### src/rtl/snake_pkg.sv
// Shared types and constants for the snake motion block: direction encoding,
// PS/2 make codes, playfield geometry and the spawn position.
package snake_pkg;

    typedef enum logic [1:0] {
        DIR_UP    = 2'd0,
        DIR_RIGHT = 2'd1,
        DIR_DOWN  = 2'd2,
        DIR_LEFT  = 2'd3
    } dir_t;

    localparam logic [7:0] KEY_UP    = 8'h1D;
    localparam logic [7:0] KEY_RIGHT = 8'h23;
    localparam logic [7:0] KEY_DOWN  = 8'h1B;
    localparam logic [7:0] KEY_LEFT  = 8'h1C;

    localparam int DEF_GRID_W  = 40;
    localparam int DEF_GRID_H  = 30;
    localparam int DEF_MAX_LEN = 16;

    localparam int X_W   = 6;
    localparam int Y_W   = 5;
    localparam int LEN_W = 5;

    localparam logic [X_W-1:0]   INIT_X   = 6'd20;
    localparam logic [Y_W-1:0]   INIT_Y   = 5'd15;
    localparam logic [LEN_W-1:0] INIT_LEN = 5'd3;

    typedef struct packed {
        logic [X_W-1:0] x;
        logic [Y_W-1:0] y;
    } pos_t;

    // Opposite directions differ only in the upper encoding bit.
    function automatic logic is_opposite(input dir_t a, input dir_t b);
        return (a ^ b) == 2'd2;
    endfunction

endpackage

### src/rtl/snake_key_decode.sv
// Maps a qualified PS/2 make code onto a movement direction; unknown codes
// produce no direction.
module snake_key_decode
    import snake_pkg::*;
(
    input  logic       key_valid,
    input  logic [7:0] key_code,
    output logic       dir_valid,
    output dir_t       dir
);

    always_comb begin
        // NOTE: defaults first so every path assigns both outputs and no latch is inferred.
        dir_valid = 1'b0;
        dir       = DIR_UP;
        if (key_valid) begin
            case (key_code)
                KEY_UP:    begin dir_valid = 1'b1; dir = DIR_UP;    end
                KEY_RIGHT: begin dir_valid = 1'b1; dir = DIR_RIGHT; end
                KEY_DOWN:  begin dir_valid = 1'b1; dir = DIR_DOWN;  end
                KEY_LEFT:  begin dir_valid = 1'b1; dir = DIR_LEFT;  end
                default:   ;
            endcase
        end
    end

endmodule

### src/rtl/snake_motion.sv
// Snake body store and motion engine: paced steps, steering, growth,
// wall/self collision detection and a cell-occupancy query for the renderer.
module snake_motion
    import snake_pkg::*;
#(
    parameter int GRID_W   = DEF_GRID_W,
    parameter int GRID_H   = DEF_GRID_H,
    parameter int MAX_LEN  = DEF_MAX_LEN,
    parameter int TICK_DIV = 12500000
) (
    input  logic             clk,
    input  logic             rst_n,
    input  logic             init_snake,
    input  logic             screen_pause,
    input  logic             key_valid,
    input  logic [7:0]       key_code,
    input  logic             grow,
    input  logic [X_W-1:0]   query_x,
    input  logic [Y_W-1:0]   query_y,
    output logic             query_hit,
    output logic [X_W-1:0]   head_x,
    output logic [Y_W-1:0]   head_y,
    output logic [LEN_W-1:0] length,
    output logic             move_tick,
    output logic             died
);

    localparam int CNT_W = (TICK_DIV > 1) ? $clog2(TICK_DIV) : 1;

    pos_t             seg [MAX_LEN];
    dir_t             last_dir;
    dir_t             pending_dir;
    dir_t             key_dir;
    dir_t             ref_dir;
    logic [CNT_W-1:0] tick_cnt;
    logic             dead;
    logic             grow_pending;
    logic             dir_valid;
    logic             active;
    logic             step;
    logic             grow_eff;
    logic             wall_hit;
    logic             self_hit;
    logic             collide;
    logic [LEN_W-1:0] tail_idx;
    pos_t             next_pos;

    snake_key_decode u_key_decode (
        .key_valid (key_valid),
        .key_code  (key_code),
        .dir_valid (dir_valid),
        .dir       (key_dir)
    );

    assign active   = !screen_pause && !dead && !init_snake;
    assign step     = active && (tick_cnt == CNT_W'(TICK_DIV - 1));
    assign grow_eff = grow_pending || grow;
    // During a step the reversal test is against the direction being committed now.
    assign ref_dir  = step ? pending_dir : last_dir;
    assign tail_idx = length - LEN_W'(1);
    assign head_x   = seg[0].x;
    assign head_y   = seg[0].y;
    assign collide  = wall_hit || self_hit;

    always_comb begin
        next_pos = seg[0];
        wall_hit = 1'b0;
        unique case (pending_dir)
            DIR_UP:    begin wall_hit = (seg[0].y == '0);                 next_pos.y = seg[0].y - Y_W'(1); end
            DIR_RIGHT: begin wall_hit = (seg[0].x == X_W'(GRID_W - 1));   next_pos.x = seg[0].x + X_W'(1); end
            DIR_DOWN:  begin wall_hit = (seg[0].y == Y_W'(GRID_H - 1));   next_pos.y = seg[0].y + Y_W'(1); end
            DIR_LEFT:  begin wall_hit = (seg[0].x == '0);                 next_pos.x = seg[0].x - X_W'(1); end
        endcase
    end

    // The tail vacates its cell on a plain step, so it only blocks when growing.
    always_comb begin
        self_hit = 1'b0;
        for (int i = 0; i < MAX_LEN; i++) begin
            if ((LEN_W'(i) < tail_idx || (grow_eff && LEN_W'(i) == tail_idx)) && seg[i] == next_pos)
                self_hit = 1'b1;
        end
    end

    always_comb begin
        query_hit = 1'b0;
        for (int i = 0; i < MAX_LEN; i++) begin
            if (LEN_W'(i) < length && seg[i].x == query_x && seg[i].y == query_y)
                query_hit = 1'b1;
        end
    end

    always_ff @(posedge clk) begin
        if (!rst_n || init_snake) begin
            // NOTE: the segment array is a small register file, so clearing it in reset is cheap and keeps it X-free.
            for (int i = 0; i < MAX_LEN; i++) begin
                seg[i] <= '0;
                if (i < 3) begin
                    seg[i].x <= INIT_X - X_W'(i);
                    seg[i].y <= INIT_Y;
                end
            end
            length       <= INIT_LEN;
            last_dir     <= DIR_RIGHT;
            pending_dir  <= DIR_RIGHT;
            tick_cnt     <= '0;
            dead         <= 1'b0;
            grow_pending <= 1'b0;
            died         <= 1'b0;
            move_tick    <= 1'b0;
        end else begin
            died      <= 1'b0;
            move_tick <= 1'b0;
            if (active)
                tick_cnt <= step ? '0 : tick_cnt + CNT_W'(1);
            if (dir_valid && !screen_pause && !dead && !is_opposite(key_dir, ref_dir))
                pending_dir <= key_dir;
            if (step) begin
                last_dir <= pending_dir;
                if (collide) begin
                    dead <= 1'b1;
                    died <= 1'b1;
                end else begin
                    move_tick <= 1'b1;
                    seg[0]    <= next_pos;
                    for (int i = 1; i < MAX_LEN; i++)
                        seg[i] <= seg[i-1];
                    if (grow_eff && length < LEN_W'(MAX_LEN))
                        length <= length + LEN_W'(1);
                end
            end
            if (step && !collide && grow_eff)
                grow_pending <= 1'b0;
            else if (grow)
                grow_pending <= 1'b1;
        end
    end

endmodule

### config.mk
export PLATFORM = sky130hd
export DESIGN_NAME = snake_motion
export DESIGN_NICKNAME = d
export VERILOG_FILES = /design/src/rtl/snake_pkg.sv /design/src/rtl/snake_key_decode.sv /design/src/rtl/snake_motion.sv
export SDC_FILE = /design/constraint.sdc
export NUM_CORES = 1
export LEC_CHECK = 0
export ABC_CLOCK_PERIOD_IN_PS = 28500
export CORE_UTILIZATION = 40
export CTS_CLUSTER_DIAMETER = 200
export CTS_CLUSTER_SIZE = 10
export DETAILED_ROUTE_END_ITERATION = 8
export SLEW_MARGIN = 20
export SYNTH_ARGS = -nofsm -noshare
export SYNTH_HDL_FRONTEND = slang
export SYNTH_SLANG_ARGS = --single-unit
### constraint.sdc
create_clock -name clk -period 28.5 [get_ports clk]
set_input_delay 5.7 -clock clk [delete_from_list [all_inputs] [get_ports clk]]
set_output_delay 5.7 -clock clk [all_outputs]
set_load 0.05 [all_outputs]
==> notes.md, run 1 <==
Implementation results.

Registers represent a cell area share of approximately 37%. According to the cell report, the number of logic gates is 1132. The DRC violation count after routing is 0. The measured slew at the worst slew-check pin is around 1.1 ns. Per STA, the highest per-stage delay on the worst path measures ~0.75 ns. Entering global routing, the biggest net connects about 110 pins. TritonCTS built the clock tree. For this run, the leading register cell type out of synthesis is edfxtp_1. The main power-consuming group is sequential cells.

The H-tree depth is 1. The sequential share of the synthesized area is about two fifths. Before placement the cells fill roughly two fifths of the core.

The critical path's most frequent cell is nor4_1. The max-slew violation count is 0. The clock passes through at most 3 buffers. The number of antenna violations at the first check in global routing is 0. The minimum clock period after layout is 14.75 ns. Wire segments on met2 add up to around 23000 um in the final route. At the worst endpoint, the required time is between 20 and 25 ns. The capture point of the worst register-to-register path is recorded as seg[0][77]. The dominant non-sequential cell family after synthesis is XOR/XNOR gates.

The flow ran to the end, and the final reports show no timing, DRC or antenna violations. The largest fanout on the critical path is 16. The via count of the first global-routing pass is approximately 11000.

At the end of the flow the core is filled with cells to a little under half. Based on the critical path, the design can be clocked at up to approximately 0.068 GHz. STA classifies the critical path endpoint as a primary output. In this run, the synthesized area fraction spent on xor and xnor cells is recorded as a little under a quarter. STA puts the critical path data arrival time at between 9 and 10 ns.

Endpoints failing hold in the final report were tallied at 0. The cell area that synthesis handed to floorplanning was around 15000 um^2. The tool flagged a number of max-cap violations equal to 0. The total power divided by cell area is roughly 48 nW/um^2. The library cells used most frequently in the layout, excluding fill and tap cells, are 220 x xnor2_1, 176 x edfxtp_1, 154 x xor2_1, 107 x and3_1, 79 x nor2_1. The mean area per synthesized cell is between 9 and 10 um^2. The clock transition time at the flip-flop clock pins of the worst setup and hold paths is ~0.060 ns.

The non-clock inverters instantiated in the layout total 21. The number of synthesized flops with an enable pin is approximately 180. The normalized max-slew margin is between 20% and 30%. Setup repair after global routing left no endpoint under its margin. The remaining number of nets flagged by the antenna check after routing is 0. The first global-routing pass estimated 75500 um of wire.

The global routing usage on met2 is approximately 43%. By count the netlist is led by 220 x xnor2_1, 176 x edfxtp_1, 154 x xor2_1. In the final layout, the share of cells above drive strength 1 is 6.33%. According to the timing report, the critical path is launched from query_x[5].

The dominant cell by count in the synthesized netlist is xnor2_1. The post-route report lists met1 wire length as roughly 21000 um. After detailed routing, no signal wire sits above met4. The fill cell instance count of the final layout is 3371. Summed over all combinational cells, the power is 115 uW.

The total number of cells along the worst setup path is 10. Traced cell by cell, the critical path runs through clkdlybuf4s50_1, buf_4, xor2_1, nor4_1, nand4_1, nor4_1, nor4_1, o311ai_0, or4_1, clkdlybuf4s50_1. Hold is met by 0.495 ns. The final setup slack of the worst path is 13.75 ns. For this design the top-level I/O count stands at about 44. The number of cells upsized or downsized after cts is 0. Clock tree synthesis selected as its root buffer the cell clkbuf_16. The instance count after placement with tap cells included is roughly 1900. For this run, the script counts the antenna cells in the layout as 0. The well tap count is between 400 and 500. The final clock period utilization by the worst path is approximately half. Across the VDD grid, the largest voltage drop is ~0.000042 V.

Leaving out fill and tap cells, the most frequent cell in the layout is xnor2_1. The final weighted congestion in routability-driven placement is roughly 0.97. Per the detail_route log, met3 wirelength is just under 4000 um. The post-route non-filler standard cell count is 1947. Of the total power, the share spent switching nets is between 20% and 30%.

The worst-skew pair later-pin latency is 0.54 ns. The proportion of netlist area held by the largest area contributor is between 30% and 40%. The count of warnings emitted by yosys is 0. The start point of the worst hold path is last_dir[0]. The number of sequential storage elements is 213. The setup TNS is 0 ns. The most critical setup path has its endpoint at query_hit. The routed wire length per instance is between 20 and 30 um. The relative contribution of the clock network to total power is 36.6%.

The global-route total usage across every layer is between 20% and 30%. The terminating pin of the worst hold path is last_dir[0]. The register containing the most flip-flops in the final layout is seg. Summing all multi-input logic gate instances after layout gives approximately 8000 um^2. Ranked by total cell area, the synthesized netlist is headed by edfxtp_1 36%, xnor2_1 13%, xor2_1 9.2%.

After layout, the setup clock skew is reported as around 0.028 ns. The layout buffer count excluding clock buffers is roughly 84. The area growth from synthesis to layout is 9.95%. In the placement report, post-DP HPWL is listed as 35000 um.

The worst register-to-register path has a depth of 15. Counting flops with an async set or reset pin after synthesis yields a share of 0%. The script reports the combined buffer and inverter count of the critical path as 3. The routed via count divided by cell count is between 6 and 7. The fraction of final cell area spent on non-clock buffers in this run is approximately 4.6%.

The share of total power dissipated in combinational logic is 14.9%. Summing the areas of all fa, ha and maj instances in the mapped netlist gives between 1 and 1.5% of the synthesized area. The power drawn by the clock network is ~280 uW. The area reported by Yosys stat is 14700 um^2. The kind of cell with the highest combined delay along the critical path is buffers and inverters. The core region is 35900 um^2. The total internal power is 558 uW. The fraction of area in multi-input gates is 50.1%.

The synthesized netlist devotes 21.4% of its cell area to simple gates. The sequential group power is about 380 uW. In this run, the number of DRC markers left after iteration 0 of detailed routing was 1184. The stage logs contain a warning count of 35. According to the report, the first pass of detailed routing completed in 5 iterations. edfxtp_1 takes more of the synthesized area than any other cell. The register with the most flip-flops in the layout has 176 of them. The largest cell class by area is combinational gates.

According to the CTS report, the clock sink count is between 200 and 250. The clock buffer and inverter area fraction after layout is under 10%. The gate count of the mapped netlist is between 1000 and 1500. Per the Yosys statistics, synthesis produced 1486 cells. The path class of the lowest-slack min-delay path is reg -> reg. In this run, the synthesized area fraction spent on AND-OR/OR-AND gates is recorded as 8.35%.

Registers take ~6000 um^2. The overall power is approximately 770 uW. Clock tree synthesis inserted a total of 25 buffers. The final count of negative-setup-slack endpoints is 0. The register-to-register path setup slack is about 21 ns. The total of hold buffers inserted after clock tree synthesis is 0. The analysis attributes to net switching a power of roughly 220 uW. In the final design database the tool counted approximately 1500 nets. OpenSTA, run right after detailed placement, puts the worst setup slack at 13.83 ns. Looking at the reg2reg group, the worst path starts from pending_dir[0].

The worst hold path depth is 2. The initialized floorplan defines between 60 and 70 standard-cell rows. In the final layout, the registers with the most flip-flops are seg (176), tick_cnt (24), length (5). The total overflow left after global routing is 0. Per the STA report, the cell with the highest stage delay on the worst path is clkdlybuf4s50_1. In this run the tool buffered the top-level ports with roughly 43 buffer cells. The count of buffers added by post-CTS timing repair for setup is 0.

The share of power burned in registers is between 40% and 50%. The mux share of post-synthesis cell area is less than 1%. The number of clock buffers in the layout is 35. The horizontal extent of the die is approximately 190 um. The type of the worst setup path is in -> out. The busiest layer in global routing is met2.
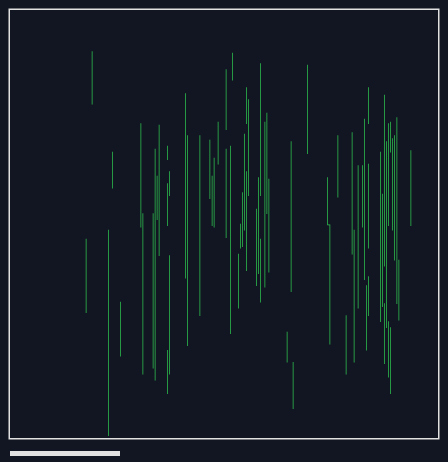
Run 1: the metal 4 layer
Bar = 50 um.
longest straight run = 105 um
share of all routed wire = 6.0%
detailed-route wire length: 50800 um
detailed-route via count: 11800

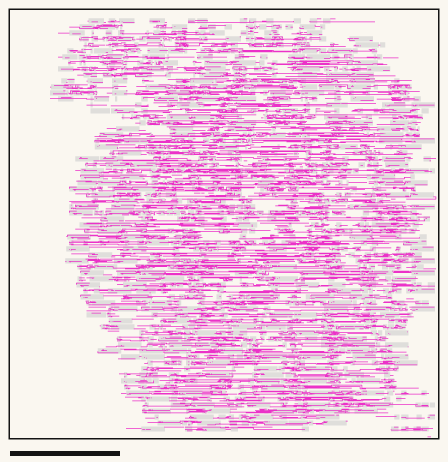
Run 1: met1 routing
Bar = 50 um. Cells faint in the background.
longest straight run = 57.5 um
share of all routed wire = 41%
main direction = horizontal
GR Layer Usage met1: 34.6%

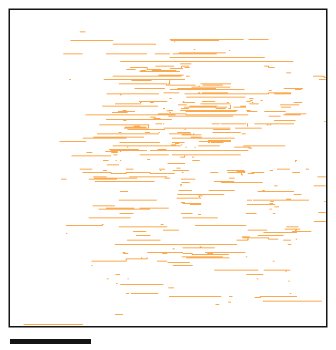
Run 1: M3 wires
Bar = 50 um.
share of all routed wire = 7.7%
nets with wire on the layer = 162
longest straight run = 106 um
main direction = horizontal
wire length on this layer = 3930 um
M3 GR Usage: 3.58%

## Run 2: what changed since run 1
--- a/config.mk
+++ b/config.mk
@@ -5,7 +5,7 @@
 export SDC_FILE = /design/constraint.sdc
 export NUM_CORES = 1
 export LEC_CHECK = 0
-export ABC_CLOCK_PERIOD_IN_PS = 28500
+export ABC_CLOCK_PERIOD_IN_PS = 11900
 export CORE_UTILIZATION = 40
 export CTS_CLUSTER_DIAMETER = 200
 export CTS_CLUSTER_SIZE = 10
==> constraint.sdc (replaced) <==
create_clock -name clk -period 11.9 [get_ports clk]
set_input_delay 2.38 -clock clk [delete_from_list [all_inputs] [get_ports clk]]
set_output_delay 2.38 -clock clk [all_outputs]
set_load 0.05 [all_outputs]
==> run 2 against run 1 <==
Net effect:
- die area did not move
- flip-flop count did not move
- final cell count fell by 0.15%
- synthesized cell count did not move
- utilization barely moved
- sequential power rose by 140%
- total power rose by 140%
- clock power rose by 140%
- non-clock buffer count fell by 3
- hold slack improved by 0.0063 ns
- register-to-register slack got worse by 16 ns
- critical endpoint unchanged
- largest power group unchanged
- highest routed layer unchanged
==> notes.md, run 2 <==
Implementation results.

Sequential cells placed in the final layout were counted as ~210. The launching instance or port of the critical path is query_x[0]. The power report lists the clock group at approximately 690 uW. Per the synth stats, the proportion of register bits with asynchronous set or reset is 0%. The commonest cells after synthesis are 220 x xnor2_1, 176 x edfxtp_1, 154 x xor2_1. The proportion of netlist area held by the largest area contributor is between 30% and 40%. Broken down by cell family, the worst path's largest delay share belongs to buffers and inverters.

Clock-pin slew was measured on the worst setup and hold paths at 0.06 ns. Ranking logic cells in the layout by count gives the top entries 219 x xnor2_1, 176 x edfxtp_1, 154 x xor2_1, 107 x and3_1, 79 x nor2_1. The number of input and output port buffers inserted is approximately 43. The start point of the worst hold path is last_dir[0]. The share of power burned in registers is 48.3%. The fill cell instance count of the final layout is 3346.

The number of clock buffers in the layout is 35. The finished layout holds ~1900 standard cells, fillers aside. The register-to-register path setup slack is around 5.3 ns. After synthesis, the share of cell area in mux cells is less than 1%. STA shows the worst min-delay path finishing at last_dir[0]. For the worst setup path, the data required time is about 9.5 ns. Of all the cell area in the finished design, non-clock buffers hold around 4.5%. The well tap count is roughly 460. Between the synthesized netlist and the finished layout, the area growth was recorded as 9.87%. The run finished with clean final reports. Pins over their slew limit in the final report were tallied at 0. The die is between 150 and 200 um wide.

The sequential share of the synthesized area is roughly 41%. For reference, compound AND-OR and OR-AND cells occupy about 8.4% of the area reported after synthesis. Switching power as a fraction of the total was reported as between 20 and 30%. Global routing put the most usage on met2. The post-route core utilization is roughly 45%. The fraction of area in multi-input gates is approximately half. Of the total standard cell area in the layout, the sequential portion is 37.2%.

The worst-case IR drop observed on VDD is about 0.00008 V. Together, buffers and inverters on the worst path number 3. The global-route wire length before repair is approximately 76000 um.

Cell internal power was estimated by the tool at approximately 1300 uW. The number of max-cap violations is 0. The number of synthesized flops with an enable pin is 176. The remaining number of nets flagged by the antenna check after routing is 0.

Cells with a size suffix above 1 make up slightly above 6% of the layout. For reference, the final report shows the hold violation count at 0. The kind of end point of the critical path is a primary output.

For the sequential group, total power comes out at around 900 uW. At the later pin of the worst-skew pair, clock insertion delay measures 0.55 ns. The plain and repair buffers instantiated in the layout total a little over 80.

The power attributed to combinational cells is roughly 280 uW. Per the TritonCTS log, the buffer count is 25. Setup repair after global routing left no endpoint under its margin. Counting flops per register, the top entry is seg. The topmost layer with routed signal wires is met4. The detailed router reports a met2 wire length of 23500 um. The global-route total usage across every layer is approximately 27%.

For this design the top-level I/O count stands at roughly 44. Once routing completed, OpenROAD measured the worst setup slack at roughly 3.8 ns. The total of hold buffers inserted after clock tree synthesis is 0. The design draws approximately 1900 uW. The most frequently used library cell after synthesis is xnor2_1.

Global routing consumed, on the met1 layer, between 30% and 40% of the routing resources. The final clock period utilization by the worst path is between 60% and 70%. For this design, the slowest cell found on the critical path is clkdlybuf4s50_1. The H-tree depth is 1.
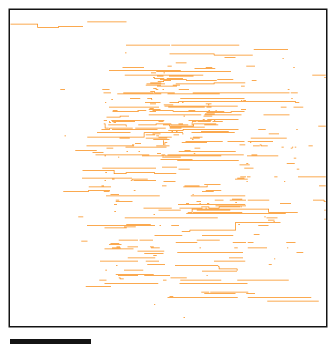
Run 2: M3 wires
Bar = 50 um.
share of all routed wire = 7.8%
wire length on this layer = 4030 um
M3 GR Usage: 4.14%
detailed-route via count: 11700

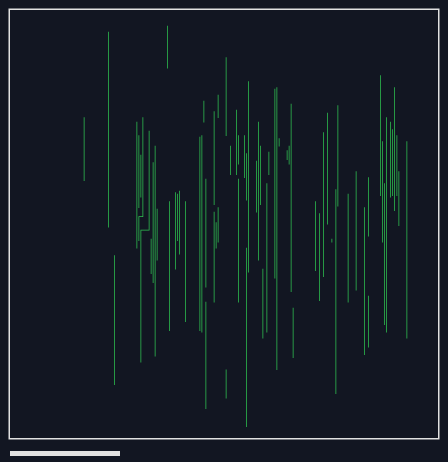
Run 2: the metal 4 layer
Bar = 50 um.
longest straight run = 128 um
main direction = vertical
detailed-route wire length: 51600 um

No activity file was given, so power comes from the tool's default toggle rates.
